==> run_1/clk_routes.png <==
(1.5 px per µm)
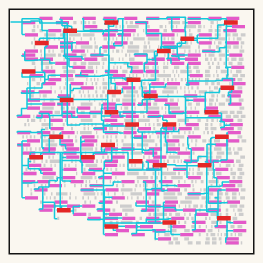
==> run_1/wires.png <==
(3 px per µm)
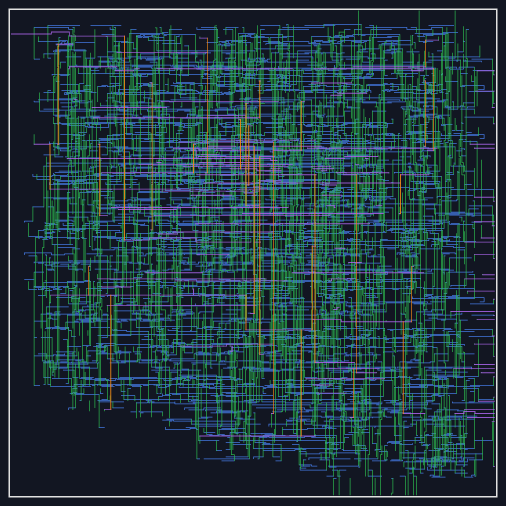
==> run_1/clocks.png <==
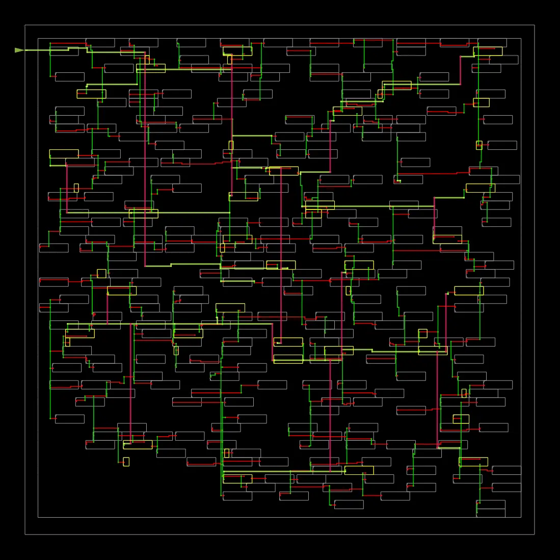
[src/rtl/xadc_drp_reader.sv]
// DRP read master for an XADC in channel-sequencer mode: reads masked VAUX results
// on end-of-conversion, optionally averages per channel, and streams {chan, sample}.
module xadc_drp_reader #(
  parameter logic [15:0] CH_MASK  = 16'h0020,
  parameter int unsigned OUT_BITS = 12,
  parameter int unsigned AVG_LOG2 = 0,
  parameter int unsigned TIMEOUT  = 64
) (
  input  logic                clk,
  input  logic                rst,
  input  logic                eoc_i,
  input  logic [4:0]          channel_i,
  output logic                den_o,
  output logic [6:0]          daddr_o,
  output logic                dwe_o,
  input  logic                drdy_i,
  input  logic [15:0]         do_i,
  output logic [OUT_BITS-1:0] data_o,
  output logic [3:0]          chan_o,
  output logic                valid_o,
  input  logic                ready_i,
  input  logic                clr_i,
  output logic                overrun_o,
  output logic                miss_o,
  output logic                timeout_o
);

  localparam int unsigned AW = 12 + AVG_LOG2;
  localparam int unsigned CW = (AVG_LOG2 > 0) ? AVG_LOG2 : 1;
  localparam int unsigned TW = $clog2(TIMEOUT);
  localparam int unsigned SH = AVG_LOG2 + 12 - OUT_BITS;

  typedef enum logic [1:0] {IDLE, REQ, WAIT, ACC} state_t;

  state_t          state;
  logic [3:0]      ch;
  logic [TW-1:0]   tmr;
  logic [11:0]     sample;
  logic [AW-1:0]   acc_q [16];
  logic [CW-1:0]   cnt_q [16];

  logic                accept;
  logic                last;
  logic [AW-1:0]       sum;
  logic [OUT_BITS-1:0] result;
  logic                unused_do;

  assign dwe_o     = 1'b0;
  assign unused_do = ^do_i[3:0];

  // The accumulator cannot exceed 2^AW-1, so one shift by AVG_LOG2+(12-OUT_BITS)
  // equals averaging then keeping the top OUT_BITS of the 12-bit mean.
  always_comb begin
    accept = eoc_i && channel_i[4] && CH_MASK[channel_i[3:0]];
    sum    = acc_q[ch] + AW'(sample);
    last   = (cnt_q[ch] == CW'((1 << AVG_LOG2) - 1));
    result = OUT_BITS'(sum >> SH);
  end

  always_ff @(posedge clk or negedge rst) begin
    if (!rst) begin
      state     <= IDLE;
      ch        <= '0;
      tmr       <= '0;
      sample    <= '0;
      den_o     <= 1'b0;
      daddr_o   <= '0;
      data_o    <= '0;
      chan_o    <= '0;
      valid_o   <= 1'b0;
      overrun_o <= 1'b0;
      miss_o    <= 1'b0;
      timeout_o <= 1'b0;
      for (int unsigned i = 0; i < 16; i++) begin
        acc_q[i] <= '0;
        cnt_q[i] <= '0;
      end
    end else begin
      den_o <= 1'b0;
      if (clr_i) begin
        overrun_o <= 1'b0;
        miss_o    <= 1'b0;
        timeout_o <= 1'b0;
      end
      if (valid_o && ready_i) valid_o <= 1'b0;

      case (state)
        IDLE: begin
          if (accept) begin
            ch      <= channel_i[3:0];
            den_o   <= 1'b1;
            daddr_o <= 7'h10 + {3'b000, channel_i[3:0]};
            state   <= REQ;
          end
        end
        REQ: begin
          tmr   <= TW'(TIMEOUT - 1);
          state <= WAIT;
        end
        WAIT: begin
          if (drdy_i) begin
            sample <= do_i[15:4];
            state  <= ACC;
          end else if (tmr == '0) begin
            timeout_o <= 1'b1;
            state     <= IDLE;
          end else begin
            tmr <= tmr - TW'(1);
          end
        end
        ACC: begin
          if (last) begin
            acc_q[ch] <= '0;
            cnt_q[ch] <= '0;
            if (!valid_o || ready_i) begin
              data_o  <= result;
              chan_o  <= ch;
              valid_o <= 1'b1;
            end else begin
              overrun_o <= 1'b1;
            end
          end else begin
            acc_q[ch] <= sum;
            cnt_q[ch] <= cnt_q[ch] + CW'(1);
          end
          state <= IDLE;
        end
        default: state <= IDLE;
      endcase

      // Placed after the clear so a coinciding set wins.
      if (accept && state != IDLE) miss_o <= 1'b1;
    end
  end

endmodule

[config.mk]
export PLATFORM = sky130hd
export DESIGN_NAME = xadc_drp_reader
export DESIGN_NICKNAME = d
export VERILOG_FILES = /design/src/rtl/xadc_drp_reader.sv
export SDC_FILE = /design/constraint.sdc
export NUM_CORES = 1
export LEC_CHECK = 0
export CELL_PAD_IN_SITES_DETAIL_PLACEMENT = 1
export CELL_PAD_IN_SITES_GLOBAL_PLACEMENT = 1
export CORE_MARGIN = 4
export CORE_UTILIZATION = 49
export CTS_CLUSTER_DIAMETER = 120
export DETAILED_ROUTE_END_ITERATION = 16
export GPL_TIMING_DRIVEN = 0
export PLACE_DENSITY_LB_ADDON = 0.25
export SLEW_MARGIN = 20
export SYNTH_ARGS = -nofsm -noshare
export SYNTH_HDL_FRONTEND = slang
export SYNTH_SLANG_ARGS = --single-unit
[constraint.sdc]
create_clock -name clk -period 5.3 [get_ports clk]
set_input_delay 0.53 -clock clk [delete_from_list [all_inputs] [get_ports clk]]
set_output_delay 0.53 -clock clk [all_outputs]
set_load 0.02 [all_outputs]
==> COMMIT_EDITMSG, run 1 <==
Refresh implementation metrics

* Outcome: complete, but fails checks
* Failing checks: negative hold slack
* Post-synth EDFFs: 0
- The detailed router used layers up to and including met4.
- Xor and xnor area share after synthesis: less than 1%
* Post-route clock period utilization: ~94%
- Cell total after placement: approximately 1400
- For this block, wires on met1 add up to 13900 µm.
- Per the run summary, max-cap violations total 0.
* CTS tree: yes
- The worst register-to-register path begins at ch[0]$_DFFE_PN0P_.
- Entering global routing, the biggest net connects between 90 and 100 pins.
- The biggest area contributor in the post-synthesis netlist is dfrtp_1.
* Count of hold-fix buffers inserted at cts: 0
- 0 antenna diodes ended up in the layout.
- Die Width: about 160 µm
- Per STA, the highest per-stage delay on the worst path measures between 600 and 700 ps.
- Max power group: registers
- Antenna violations before repair: 0
- Per report_power, the combinational group accounts for 28.6% of the total.
* Post-detailed-route count of antenna-violating nets: 0
- RSZ-0062 raised after global routing: false
- Floorplan Utilization: ~50%
- Post-CTS clock slew at the launch and capture registers of the worst setup and hold paths: 60 ps
- After synthesis, flip-flops and latches occupy ~55% of the total area.
* Buffer type at the clock tree root: clkbuf_16
* Design Area, Final: between 0.01 and 0.015 mm²
- I/O pin count: about 56
- STA classifies the critical path startpoint as a flip-flop.
* Count of endpoints failing setup in the final report: 0
- Final count of hold timing violations: 2
- Worst hold margin: -8.12 ps
- Total overflow reported by the global router: 0
- H-tree level count: 1
- For this run the top cell type by instance count after synthesis was dfrtp_1.
* Most common library cells after synthesis: dfrtp_1, nand2_1, o21ai_0
* Area share, top type: between 50% and 60%
- Count of buffering cells on the critical path with inverters included: 3
- Power density normalized to cell area: approximately 430 mW/mm²
* Upper clock frequency limit: a little over 0.2 GHz
* First-pass GRT wire length: between 50000 and 60000 µm
* Cell area after synthesis: approximately 0.012 mm²
- In the routed layout, each cell is associated on average with a via count of about 6.0.
- The die covers 0.0263 mm².
-- clk_routes.png (at the start) --
[clock drivers] red | count: 28
[flip-flops] magenta | count: 254
[clock wires] cyan | length: 3420 µm
flops lie: widely spread
routed clock nets: 29
power consumed by the clock network: 1.82 mW
proportion of power drawn by the clock network: 31.6%
largest clock skew in the final design: 12.9 ps
later-pin clock latency in the skew report: 550 ps

-- wires.png (at the start) --
| layer | color | wire length |
|---|---|---|
| metal 2 | green | 17000 µm |
| metal 4 | orange | 941 µm |
| metal 1 | blue | 13900 µm |
| metal 3 | purple | 2190 µm |
overall global routing resource usage: 26.5%
Routed Wire Length: 34100 µm
average wire length per cell after detail routing: 24.0 µm
total via count in the routed design: 8494

-- clocks.png (at the start) --
sink count of the clock tree: 254
clock buffer count in the final layout: 43
TritonCTS Buffers: 28
number of flip-flops and latches: 254

==> run 1: cell type report <==
type	count	area, µm²
buffer	76	353
timing repair buffer	50	541
sequential	254	6360
inverter	22	82.6
clock buffer	43	808
clock inverter	4	25.0
tap	319	399
fill	2499	9970
multi-input combinational	654	4870
==> run 1: layer usage <==
| metal | global-route usage (%) | up-vias |
|---|---|---|
| li1 | - | 3728 |
| met1 | 34.7 | 4445 |
| met2 | 45.9 | 257 |
| met3 | 4.42 | 64 |
| met4 | 7.57 | 0 |
| met5 | 0 | - |
==> run 1: sequential cells by signal, indices dropped and copies added (netlist names) <==
register,cells
acc_q,192
ch,3
chan_o,4
cnt_q,16
daddr_o,2
data_o,12
den_o,1
miss_o,1
overrun_o,1
sample,12
state,2
timeout_o,1
tmr,6
valid_o,1
==> run 2, diff against run 1 <==
--- a/config.mk
+++ b/config.mk
@@ -8,7 +8,7 @@
 export CELL_PAD_IN_SITES_DETAIL_PLACEMENT = 1
 export CELL_PAD_IN_SITES_GLOBAL_PLACEMENT = 1
 export CORE_MARGIN = 4
-export CORE_UTILIZATION = 49
+export CORE_UTILIZATION = 53
 export CTS_CLUSTER_DIAMETER = 120
 export DETAILED_ROUTE_END_ITERATION = 16
 export GPL_TIMING_DRIVEN = 0
==> constraint.sdc (replaced) <==
create_clock -name clk -period 5.91 [get_ports clk]
set_input_delay 0.591 -clock clk [delete_from_list [all_inputs] [get_ports clk]]
set_output_delay 0.591 -clock clk [all_outputs]
set_load 0.02 [all_outputs]
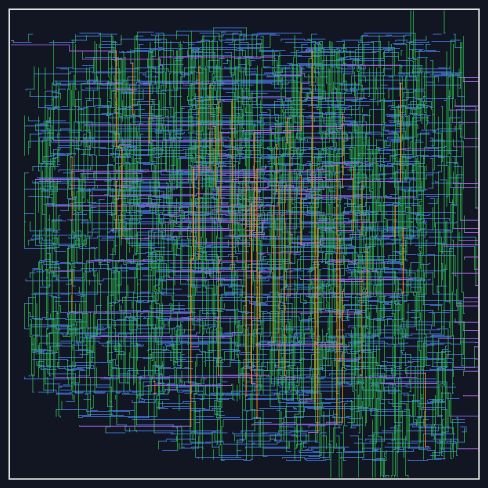
(run_2/wires.png)
(3 px per µm)
| layer | color | wire length |
|---|---|---|
| metal 1 | blue | 14200 µm |
| metal 3 | purple | 2440 µm |
| metal 2 | green | 18700 µm |
| metal 4 | orange | 1610 µm |
overall global routing resource usage: 31.3%
total via count in the routed design: 8718
average wire length per cell after detail routing: 26.8 µm
Routed Wire Length: 37000 µm

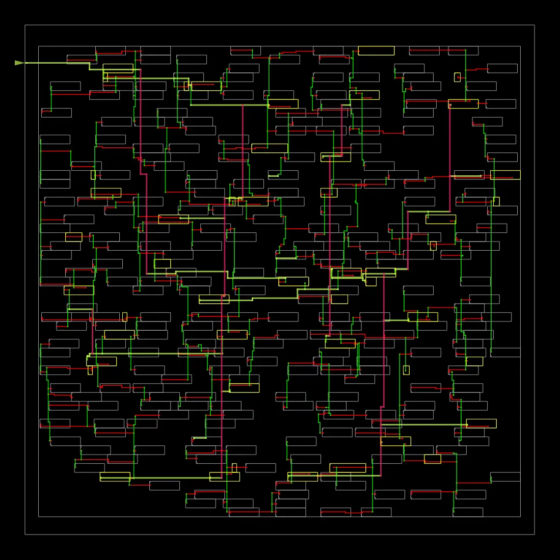
(run_2/clocks.png)
later-pin clock latency in the skew report: 540 ps
largest clock skew in the final design: 12.6 ps

==> COMMIT_EDITMSG, run 2 <==
Refresh implementation metrics

* Most common cell in the synthesized netlist: dfrtp_1 (unchanged)
- The sequential fraction of the synthesis area is 54.7% (unchanged).
* Most common library cells after synthesis: dfrtp_1, nand2_1, o21ai_0 (unchanged)
- Global Route met2 Usage: 54.1% (was 45.9%)
- The cell taking the most area after synthesis is dfrtp_1 (unchanged).
* Worst hold margin: 481 ps (was -8.12 ps)
* Critical register-to-register path startpoint: ch[1]$_DFFE_PN0P_ (was ch[0]$_DFFE_PN0P_)
- The sum of overflow across all layers after global routing was 0 (unchanged).
- Power density normalized to cell area: 398 mW/mm² (was 428 mW/mm²)
- I/O pin count: 56 (unchanged)
* Registers with the most flip-flops: acc_q: 192 flops, cnt_q: 16 flops (unchanged)
* RSZ-0062 raised after global routing: false (unchanged)
- Upper clock frequency limit: 0.179 GHz (was 0.201 GHz)
- The endpoint of the worst hold path is reported as acc_q[87]$_DFFE_PN0P_.
- The count of hold-fix buffers inserted at cts came to 1 (was 0).
- The power consumed by the clock network was 1.76 mW (was 1.82 mW).
- Antenna violations before repair: 0 (unchanged)
* Count of buffering cells on the critical path with inverters included: 5 (was 3)
* Outcome: complete, no violations (was complete, but fails checks)
* Buffer type at the clock tree root: clkbuf_16 (unchanged)
- The wire length of the first global-routing pass is 58500 µm (was 54100 µm).
- Area of the die: 0.0244 mm² (was 0.0263 mm²)
- Die Width: 156 µm (was 162 µm)
- The cell count after placement came to 1334 (was 1377).
- Register with the most flip-flops: acc_q (unchanged)
* Proportion of power drawn by the clock network: 32.8% (was 31.6%)
* GR Util met3: 6.77% (was 4.42%)
- Cell area after synthesis: 0.0116 mm² (unchanged)
* H-tree level count: 1 (unchanged)
* Detailed-route wire length on metal 1: 14200 µm (was 13900 µm)
- TritonCTS Buffers: 27 (was 28)
* CP peak stage delay: 690 ps (was 660 ps)
* Area share, top type: 54.7% (unchanged)
- The number of nets with antenna violations after routing was 0 (unchanged).
- The post-CTS clock slew at the launch and capture registers of the worst setup and hold paths came to 70 ps (was 60 ps).
- The final setup violation count is 0 (unchanged).
* Design Area, Final: 0.0135 mm² (was 0.0134 mm²)
- Sink count of the clock tree: 254 (unchanged)
* Combinational share of power: 28.8% (was 28.6%)
- Met1 routing resource usage after global routing: 39.1% (was 34.7%)
- The core utilization before placement came to 54.6% (was 49.7%).
* Routing layer with the top usage in global route: met2 (unchanged)
- Number of maximum-capacitance violations: 0 (unchanged)
- The maximum number of pins on one net before global-route repair is 79 (was 97).
- The flip-flop count of the largest register after layout is 192 (unchanged).
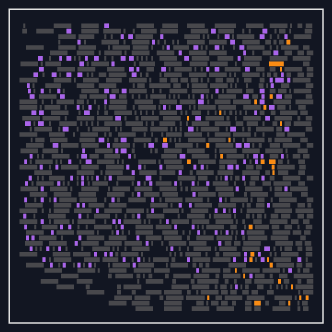
(run_2/logic_types.png)
(2 px per µm)
| family | color | cells |
|---|---|---|
| inverting AOI/OAI gates | purple | 209 |
| NOR gates | orange | 32 |
Comb/total area: 36.1%
count of non-filler cells in the finished layout: 1383
top logic cell by instance count in the layout: dfrtp_1

-- run 2: layout make-up --
cell class                 instances  area, µm²
inverter                          22       82.6
timing repair buffer              52        578
clock inverter                     9        124
multi-input combinational        654       4870
buffer                            78        350
sequential                       254       6360
tap                              275        344
clock buffer                      39        781
fill                            2176       7800
-- run 2: cell families (layout without fill, tap and decap cells) --
family / count (synthesis) / in the layout / share of synthesized area, %
adders and majority gates: 14 / 14 / 1.57
DFF: 254 / 254 / 54.7
xor gates and xnor gates: 9 / 9 / 0.743
and+or+nand+nor: 304 / 304 / 11.2
AOI/OAI and AO/OA: 221 / 221 / 11.6
other: 1 / 3 / 0.0323
buffers and inverters: 100 / 200 / 3.69
muxes: 103 / 103 / 16.5
==> run 3, diff against run 2 <==
==> constraint.sdc (replaced) <==
create_clock -name clk -period 6.5 [get_ports clk]
set_input_delay 0.65 -clock clk [delete_from_list [all_inputs] [get_ports clk]]
set_output_delay 0.65 -clock clk [all_outputs]
set_load 0.02 [all_outputs]
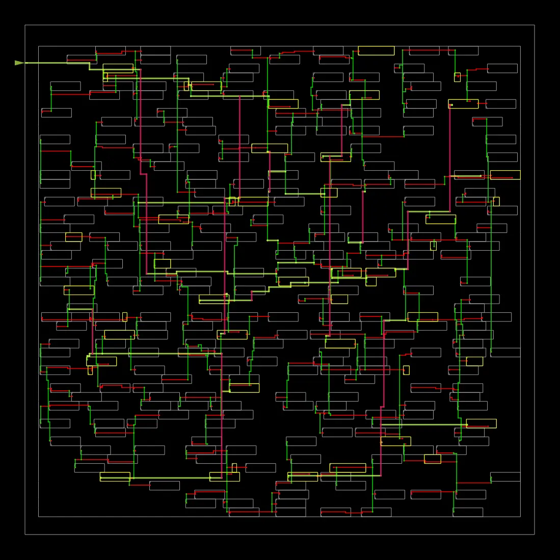
(run_3/clocks.png)
power consumed by the clock network: 1.60 mW
TritonCTS Buffers: 27
clock buffer count in the final layout: 39
largest clock skew in the final design: 12.5 ps

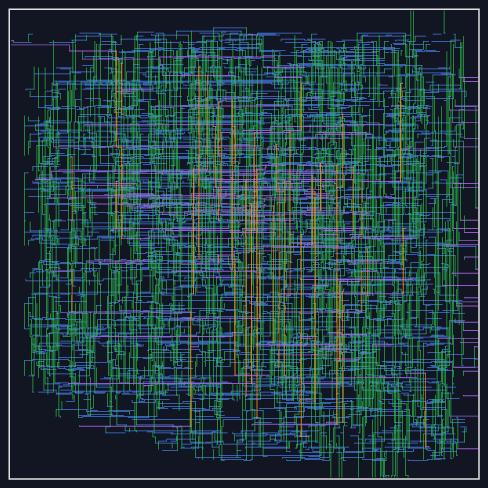
(run_3/wires.png)
(3 px per µm)
| layer | color | wire length |
|---|---|---|
| metal 4 | orange | 1520 µm |
| metal 2 | green | 18800 µm |
| metal 3 | purple | 2660 µm |
| metal 1 | blue | 14000 µm |
average wire length per cell after detail routing: 26.8 µm
overall global routing resource usage: 31.3%
total via count in the routed design: 8719
Routed Wire Length: 37000 µm

==> COMMIT_EDITMSG, run 3 <==
Refresh implementation metrics

- Area of the die: 0.0244 mm² (unchanged)
* Sink count of the clock tree: 254 (unchanged)
* Portion of the post-synthesis area used by sequential elements: 54.7% (unchanged)
* Nature of the critical path startpoint: flip-flop (unchanged)
* Top logic cell by instance count in the layout: dfrtp_1 (unchanged)
* CP peak stage delay: 790 ps (was 690 ps)
* RSZ-0062 raised after global routing: false (unchanged)
* Final count of hold timing violations: 0 (unchanged)
* Capture endpoint of the worst hold path: acc_q[87]$_DFFE_PN0P_ (unchanged)
* Antenna Diode Count: 0 (unchanged)
- The cell at the root of the clock tree is clkbuf_16 (unchanged).
- The area of all placed cells without fillers was 0.0135 mm² (about the same).
- The top routing layer in use was met4 (unchanged).
- The flip-flop count of the largest register after layout came to 192 (unchanged).
- Outcome: complete, no violations (unchanged).
- Antenna violations before repair: 0 (unchanged)
* CTS tree: yes (unchanged)
* Vias/cell: 6.30 (about the same)
* Register with the most flip-flops: acc_q (unchanged)
- The total cells reported by yosys after synthesis came to 1006 (unchanged).
* First-pass GRT wire length: 58500 µm (about the same)
- The most utilized layer in the global route result is met2 (unchanged).
- Global Route met2 Usage: 54.1% (about the same)
- The startpoint of the worst-slack reg-to-reg timing path was ch[1]$_DFFE_PN0P_ (unchanged).
- H-tree level count: 1 (unchanged)
- Combinational share of power: 28.7% (was 28.8%)
- The sum of overflow across all layers after global routing was 0 (unchanged).
- Fillers: 2178 (was 2176)
- Proportion of power drawn by the clock network: 32.9% (was 32.8%)
- The number of nets with antenna violations after routing was 0 (unchanged).
- Number of maximum-capacitance violations: 0 (unchanged)
- Met1 routing resource usage after global routing: 39.1% (about the same)
- The cell taking the most area after synthesis is dfrtp_1 (unchanged).
* GR Util met3: 6.77% (unchanged)
* Power density normalized to cell area: 361 mW/mm² (was 398 mW/mm²)
- The final setup violation count is 0 (unchanged).
- The dominant cell by count in the synthesized netlist is dfrtp_1 (unchanged).
* Later-pin clock latency in the skew report: 540 ps (about the same)
* Final min period: 5790 ps (was 5590 ps)
* Worst hold margin: 481 ps (about the same)
- The fraction of post-synthesis cell area in the top cell type by area was 54.7% (unchanged).
- The area of the mapped netlist was 0.0116 mm² (unchanged).
* Floorplan Utilization: 54.6% (unchanged)
- The maximum clock rate came to 0.173 GHz (was 0.179 GHz).
- The count of hold-fix buffers inserted at cts is 1 (unchanged).
* Count of non-filler cells in the finished layout: 1383 (unchanged)
- The number of buffers and inverters on the critical path is 5 (unchanged).
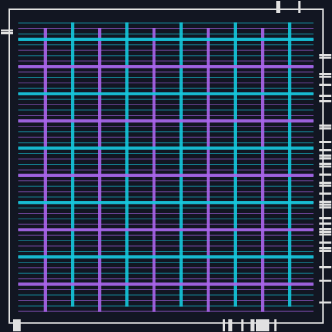
(run_3/power_grid.png)
(2 px per µm) Pins as bars on the die edge.
| net | color |
|---|---|
| VDD | cyan |
| VSS | purple |
met1 rails: 54
met5 straps: 10
rows: 53
core box area: 0.0213 mm²
Die Width: 156 µm

[run 3: kinds of logic (layout without fill, tap and decap cells)]
| kind of cell | after synthesis | after routing | synth area share [%] |
|---|---|---|---|
| xor+xnor | 9 | 9 | 0.743 |
| flops | 254 | 254 | 54.7 |
| buf+inv | 100 | 200 | 3.69 |
| mux | 103 | 103 | 16.5 |
| compound gates | 221 | 221 | 11.6 |
| other cells | 1 | 3 | 0.0323 |
| simple gates | 304 | 304 | 11.2 |
| fa+ha+maj | 14 | 14 | 1.57 |
[run 3: final cells by class]
cell class	instances	area, µm²	area share, %
multi-input cells	654	4850	36.0
flip-flops and latches	254	6360	47.2
inverters	22	82.6	0.613
well taps	275	344	2.55
plain buffers	78	350	2.60
clock inverters	9	124	0.920
clock buffers	39	781	5.80
repair buffers	52	578	4.29
Power and IR drop assume default switching activity.
